[src/rtl/mem_burst_ctrl_pkg.sv]
// Shared definitions for the burst controller and the memory it drives:
// default geometry, FSM state encoding and the command-length legality rule.
package mem_burst_ctrl_pkg;

    localparam int DEF_WIDTH = 8;
    localparam int DEF_DEPTH = 32;

    typedef enum logic [1:0] {
        ST_IDLE = 2'd0,
        ST_WR   = 2'd1,
        ST_RD   = 2'd2,
        ST_DONE = 2'd3
    } state_e;

    // A burst must move at least one word and may not revisit any location.
    function automatic bit len_is_legal(input int len, input int depth);
        return (len >= 1) && (len <= depth);
    endfunction

endpackage

[src/rtl/mem_burst_addr_gen.sv]
// Address and beat bookkeeping for one burst: a loadable address counter that
// wraps modulo DEPTH, plus issued/acknowledged beat counters with end flags.
module mem_burst_addr_gen
    import mem_burst_ctrl_pkg::*;
#(
    parameter int DEPTH      = DEF_DEPTH,
    parameter int ADDR_WIDTH = $clog2(DEPTH)
) (
    input  logic                  clk,
    input  logic                  res,
    input  logic                  load_i,
    input  logic [ADDR_WIDTH-1:0] start_addr_i,
    input  logic [ADDR_WIDTH:0]   len_i,
    input  logic                  issue_i,
    input  logic                  ack_i,
    output logic [ADDR_WIDTH-1:0] cur_addr_o,
    output logic                  issue_done_o,
    output logic                  ack_last_o
);

    localparam logic [ADDR_WIDTH-1:0] LAST_ADDR = ADDR_WIDTH'(DEPTH - 1);
    localparam logic [ADDR_WIDTH:0]   CNT_ONE   = (ADDR_WIDTH + 1)'(1);

    // Counters are one bit wider than the address so len == DEPTH fits.
    logic [ADDR_WIDTH-1:0] addr_q;
    logic [ADDR_WIDTH:0]   len_q;
    logic [ADDR_WIDTH:0]   issued_q;
    logic [ADDR_WIDTH:0]   acked_q;
    logic [ADDR_WIDTH-1:0] addr_d;

    // Next address with explicit wrap, so a non-power-of-two DEPTH also works.
    always_comb begin
        addr_d = (addr_q == LAST_ADDR) ? '0 : addr_q + 1'b1;
    end

    // Load on command accept, then step per issued / acknowledged beat.
    always_ff @(posedge clk or negedge res) begin
        if (!res) begin
            addr_q   <= '0;
            len_q    <= '0;
            issued_q <= '0;
            acked_q  <= '0;
        end else if (load_i) begin
            // NOTE: state registers use non-blocking assignments so every
            // flop samples the pre-edge values regardless of statement order.
            addr_q   <= start_addr_i;
            len_q    <= len_i;
            issued_q <= '0;
            acked_q  <= '0;
        end else begin
            if (issue_i) begin
                addr_q   <= addr_d;
                issued_q <= issued_q + CNT_ONE;
            end
            if (ack_i) begin
                acked_q <= acked_q + CNT_ONE;
            end
        end
    end

    assign cur_addr_o   = addr_q;
    assign issue_done_o = (issued_q == len_q);
    assign ack_last_o   = ((acked_q + CNT_ONE) == len_q);

endmodule

[src/rtl/mem_burst_ctrl.sv]
// Burst master in front of the single-port memory: takes one command
// (address, length, direction) from the host and turns it into a stream of
// single-beat valid/ready requests, forwarding write data in and read data out.
module mem_burst_ctrl
    import mem_burst_ctrl_pkg::*;
#(
    parameter int WIDTH      = DEF_WIDTH,
    parameter int DEPTH      = DEF_DEPTH,
    parameter int ADDR_WIDTH = $clog2(DEPTH)
) (
    input  logic                  clk,
    input  logic                  res,
    input  logic                  cmd_valid,
    output logic                  cmd_ready,
    input  logic                  cmd_wr_rd,
    input  logic [ADDR_WIDTH-1:0] cmd_addr,
    input  logic [ADDR_WIDTH:0]   cmd_len,
    input  logic [WIDTH-1:0]      s_wdata,
    input  logic                  s_wvalid,
    output logic                  s_wready,
    output logic [WIDTH-1:0]      m_rdata,
    output logic                  m_rvalid,
    output logic                  busy,
    output logic                  done,
    output logic                  err,
    output logic                  mem_valid,
    input  logic                  mem_ready,
    output logic                  mem_wr_rd,
    output logic [ADDR_WIDTH-1:0] mem_addr,
    output logic [WIDTH-1:0]      mem_wdata,
    input  logic [WIDTH-1:0]      mem_rdata
);

    state_e                state_q;
    logic                  mem_valid_q;
    logic                  mem_wr_rd_q;
    logic [ADDR_WIDTH-1:0] mem_addr_q;
    logic [WIDTH-1:0]      mem_wdata_q;
    logic [WIDTH-1:0]      m_rdata_q;
    logic                  m_rvalid_q;
    logic                  done_q;
    logic                  err_q;

    logic                  cmd_legal;
    logic                  load;
    logic                  mem_hs;
    logic                  slot_free;
    logic                  in_burst;
    logic                  wr_fire;
    logic                  rd_issue;
    logic                  issue;
    logic [ADDR_WIDTH-1:0] cur_addr;
    logic                  issue_done;
    logic                  ack_last;

    assign cmd_ready = (state_q == ST_IDLE);
    assign busy      = (state_q != ST_IDLE);
    assign cmd_legal = len_is_legal(int'(cmd_len), DEPTH);
    assign load      = cmd_ready && cmd_valid && cmd_legal;

    // The request register may be refilled when empty or when it is being
    // consumed this cycle; this is what gives one beat per cycle.
    assign mem_hs    = mem_valid_q && mem_ready;
    assign slot_free = !mem_valid_q || mem_ready;
    assign in_burst  = (state_q == ST_WR) || (state_q == ST_RD);

    assign s_wready  = (state_q == ST_WR) && !issue_done && slot_free;
    assign wr_fire   = s_wready && s_wvalid;
    assign rd_issue  = (state_q == ST_RD) && !issue_done && slot_free;
    assign issue     = wr_fire || rd_issue;

    mem_burst_addr_gen #(
        .DEPTH      (DEPTH),
        .ADDR_WIDTH (ADDR_WIDTH)
    ) u_addr_gen (
        .clk          (clk),
        .res          (res),
        .load_i       (load),
        .start_addr_i (cmd_addr),
        .len_i        (cmd_len),
        .issue_i      (issue),
        .ack_i        (mem_hs && in_burst),
        .cur_addr_o   (cur_addr),
        .issue_done_o (issue_done),
        .ack_last_o   (ack_last)
    );

    // Burst FSM with registered request, read-return and status outputs.
    always_ff @(posedge clk or negedge res) begin
        if (!res) begin
            state_q     <= ST_IDLE;
            mem_valid_q <= 1'b0;
            mem_wr_rd_q <= 1'b0;
            mem_addr_q  <= '0;
            mem_wdata_q <= '0;
            m_rdata_q   <= '0;
            m_rvalid_q  <= 1'b0;
            done_q      <= 1'b0;
            err_q       <= 1'b0;
        end else begin
            err_q      <= 1'b0;
            done_q     <= 1'b0;
            m_rvalid_q <= 1'b0;
            unique case (state_q)
                ST_IDLE: begin
                    if (cmd_valid) begin
                        if (!cmd_legal) begin
                            err_q <= 1'b1;
                        end else begin
                            state_q <= cmd_wr_rd ? ST_WR : ST_RD;
                        end
                    end
                end
                ST_WR, ST_RD: begin
                    // The last acknowledge can never coincide with a new
                    // issue: every beat has already been issued by then.
                    if (mem_hs && ack_last) begin
                        state_q     <= ST_DONE;
                        mem_valid_q <= 1'b0;
                        done_q      <= 1'b1;
                    end else if (issue) begin
                        mem_valid_q <= 1'b1;
                        mem_wr_rd_q <= (state_q == ST_WR);
                        mem_addr_q  <= cur_addr;
                        if (state_q == ST_WR) begin
                            mem_wdata_q <= s_wdata;
                        end
                    end else if (mem_hs) begin
                        mem_valid_q <= 1'b0;
                    end
                    if ((state_q == ST_RD) && mem_hs) begin
                        m_rdata_q  <= mem_rdata;
                        m_rvalid_q <= 1'b1;
                    end
                end
                ST_DONE: begin
                    state_q <= ST_IDLE;
                end
                default: begin
                    state_q <= ST_IDLE;
                end
            endcase
        end
    end

    assign mem_valid = mem_valid_q;
    assign mem_wr_rd = mem_wr_rd_q;
    assign mem_addr  = mem_addr_q;
    assign mem_wdata = mem_wdata_q;
    assign m_rdata   = m_rdata_q;
    assign m_rvalid  = m_rvalid_q;
    assign done      = done_q;
    assign err       = err_q;

endmodule
[config.mk]
export PLATFORM = sky130hd
export DESIGN_NAME = mem_burst_ctrl
export DESIGN_NICKNAME = d
export VERILOG_FILES = /design/src/rtl/mem_burst_ctrl_pkg.sv /design/src/rtl/mem_burst_addr_gen.sv /design/src/rtl/mem_burst_ctrl.sv
export SDC_FILE = /design/constraint.sdc
export NUM_CORES = 1
export LEC_CHECK = 0
export CORE_MARGIN = 2
export CORE_UTILIZATION = 44
export CTS_CLUSTER_SIZE = 8
export DETAILED_ROUTE_END_ITERATION = 10
export PLACE_DENSITY = 0.78
export SYNTH_ARGS = -nofsm -noshare
export SYNTH_HDL_FRONTEND = slang
export SYNTH_SLANG_ARGS = --single-unit
[constraint.sdc]
create_clock -name clk -period 2.15 [get_ports clk]
set_input_delay 0.43 -clock clk [delete_from_list [all_inputs] [get_ports clk]]
set_output_delay 0.43 -clock clk [all_outputs]
set_load 0.02 [all_outputs]
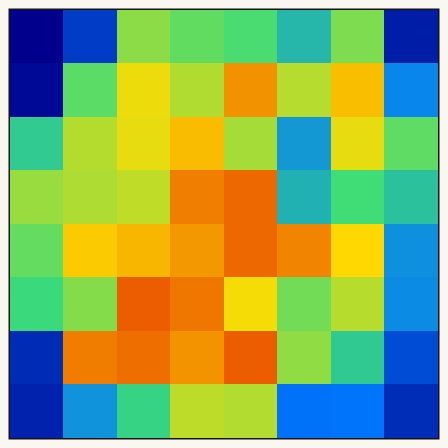
(images/cell_density.png)
8 x 8 tiles, from dark blue (low) to red (high), 0 to 100% covered.
fullest tile: 89%
densest ninth of the die: middle
tiles over 75% full: 27%
mean over tiles: 56%
post-layout util: 65.3%
core area: 0.00547 mm^2
floorplan utilization: 45.5%

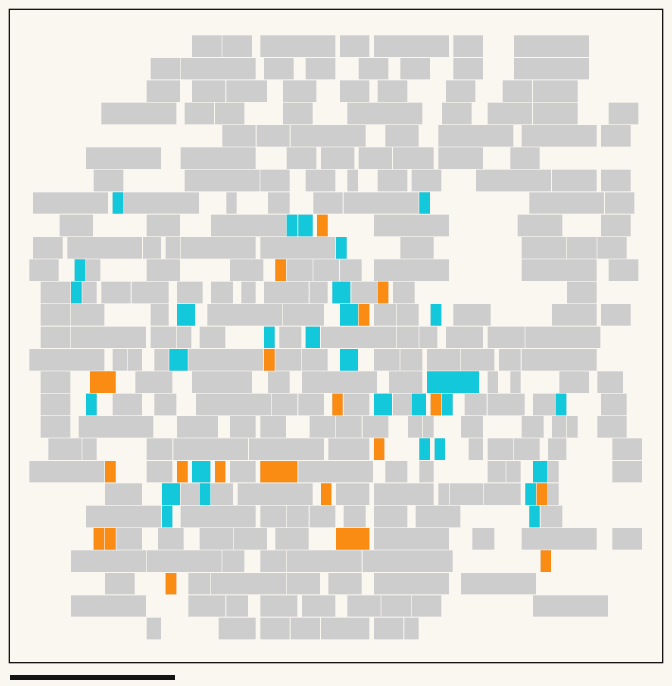
(images/logic_types.png)
The bar under the picture is 20 um long.
| family | color | cells |
|---|---|---|
| NAND gates | cyan | 30 |
| NOR gates | orange | 20 |

==> Changelog: implementation <==
### Changed

- Sequential power share: a little under three fifths
- R2R Setup Slk: 0.06 ns
- Routed vias/inst: roughly 5
- Sw frac: 20.2%
- Reg2Reg Capture Point: mem_wdata[3]
- Hold Buf Count CTS: 0
- Antenna violations before repair: 0
- Period utilisation layout: 97.2%
- Overflow after GRT: 0
- Vias in the first global route: 2041
- Post-DP HPWL: slightly below 4 mm
- CTS root buf: clkbuf_8
- Logic area: 0.00120 mm^2
- Final GP Congestion: 0.798
- Most common cell in the netlist: dfrtp_1
- VDD IR-drop max: 335 uV
- Antenna-violating nets left: 0
- Worst Clk Skew: approximately 0.0055 ns
- # Max-Cap Violations: 0
- CP endpoint kind: flip-flop
- Antenna Cells: 0
- Area figure in the yosys stat output: 0.00249 mm^2
- Die width: 79.2 um
- Area grow syn2layout: 43.6%
- Synth Register Bits: about 51
- Setup CP Type: reg2reg
- DR DRC count: 0
- Number of fill cells in the layout: between 400 and 500
- Final setup violation count: 0
- TritonRoute pass-1 iters: 4
- Relative slew margins: 69.4%
- Synth Seq Share: just over 50%
- Period minus WS final: about 2.1 ns
- Most instantiated cells after synthesis: 51 x dfrtp_1, 21 x mux2_2, 18 x nor2_1
- DP Cell Count: 363
- Arr. time, crit path: 2.28 ns
- Outcome: complete, no violations
- EDFF count, synth: 0
- Clock power frac: 37.9%
- Synth Flop Type: dfrtp_1
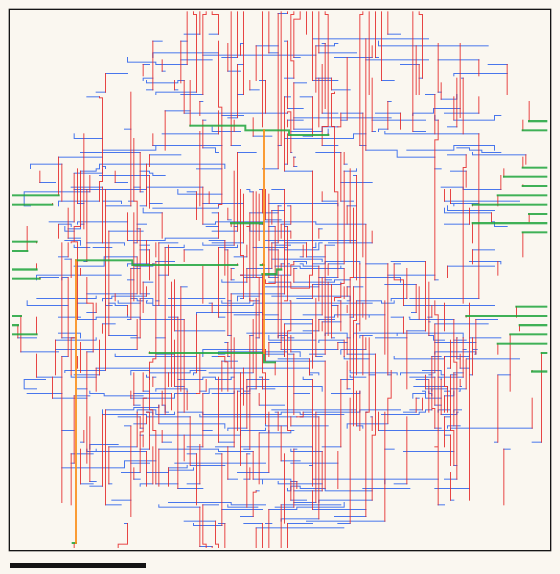
(images/wires.png)
The bar under the picture is 20 um long.
| layer | color | wire length |
|---|---|---|
| metal 1 | blue | 2340 um |
| metal 4 | orange | 74.1 um |
| metal 2 | red | 2870 um |
| metal 3 | green | 194 um |
overall routing resource usage: 18.5%
final wirelength: 5.48 mm
Vias: 1878

==> stage by stage <==
| step | setup TNS, ns | power, mW | setup WS [ns] | util [%] |
|---|---|---|---|---|
| 3_5_place_dp | -10.08 | 1.08 | -0.382 | 61.2 |
| 6_report | 0 | 1.70 | 0.0594 | 65.3 |
| 2_1_floorplan | -0.355 | 0.985 | -0.0444 | - |
| 3_3_place_gp | -6.63 | 1.08 | -0.263 | 61.2 |
| 4_1_cts | 0 | 1.73 | 0.0133 | 63.5 |
| 5_1_grt | -0.274 | 1.77 | -0.0246 | 65.3 |
==> state kept, by name, summed over array words and instances, names as in the netlist <==
register,flops
m_rdata,8
mem_wdata,8
u_addr_gen.acked_q,6
u_addr_gen.issued_q,6
u_addr_gen.len_q,6
mem_addr,5
u_addr_gen.cur_addr_o,5
state_q,2
done,1
err,1
m_rvalid,1
mem_valid,1
mem_wr_rd,1
==> cells in the final DEF (no fill, tap or decap), types with 4 or more instances in the layout <==
cell type,instances
and3_1,4
dfrtp_1,51
buf_4,22
clkbuf_8,5
ha_1,7
o21ai_0,7
mux2_2,21
mux2_4,8
xnor2_1,7
nand2_1,17
inv_1,8
nor2_1,17
nand4_1,4
nand3_1,4
a21oi_1,7
xor2_1,16
clkdlybuf4s50_1,54
nand2b_1,4
==> layer usage <==
layer  global-route usage, %  vias up  part of all wire [%]
met5                       0        -                     0
met4                    6.21        0                   1.4
met3                    3.52        5                   3.5
met2                    33.5       37                    52
met1                    21.8      926                    43
li1                        -      910                     -
==> power by group through the flow <==
stage                     Combinational, mW  Sequential [mW]  Clock [mW]
after floorplan                     0.00769            0.978           0
after global placement               0.0977            0.977           0
after detailed placement             0.0993            0.977           0
after CTS                             0.103            0.958       0.670
after global routing                  0.110            0.958       0.703
final                                0.0999            0.958       0.647
==> how the worst max path moves through the flow <==
| stage | from | endpoint | slack [ns] |
|---|---|---|---|
| after floorplan | u_addr_gen.acked_q[0] | mem_wdata[0] | -0.04 |
| after global placement | cmd_len[2] | u_addr_gen.len_q[0] | -0.26 |
| after detailed placement | cmd_len[1] | u_addr_gen.len_q[0] | -0.38 |
| after CTS | cmd_len[1] | u_addr_gen.len_q[0] | 0.01 |
| after global routing | u_addr_gen.acked_q[1] | mem_addr[1] | -0.02 |
| final | u_addr_gen.acked_q[0] | mem_wdata[3] | 0.06 |
==> cells by family after synthesis <==
group | share of synthesized area, %
DFF | 51.3
adders and majority gates | 4.02
buffers and inverters | 2.41
xor gates and xnor gates | 8.45
muxes | 15.5
AOI/OAI and AO/OA | 6.39
and+or+nand+nor | 11.9
==> timing repair <==
action | 4_1_cts | 5_1_grt
pin swaps | 3 | 4
setup buffers | 0 | 5
cloned | 0 | 1
resized | 14 | 9
endpoints found under the setup margin | 18 | 15
==> critical path: stages, from the launching register on <==
cell	delay, ns
dfrtp_1	0.36
ha_2	0.19
nand2b_1	0.09
or3_1	0.32
a2111o_1	0.48
and3_4	0.23
mux2_4	0.31
==> final cells by class <==
type	count	area share, %
tap	72	2.52
multi-input combinational	149	33.7
clock buffer	6	2.03
inverter	8	0.840
clock inverter	1	0.840
timing repair buffer	89	24.3
sequential	51	35.7
Power and IR drop assume default switching activity.
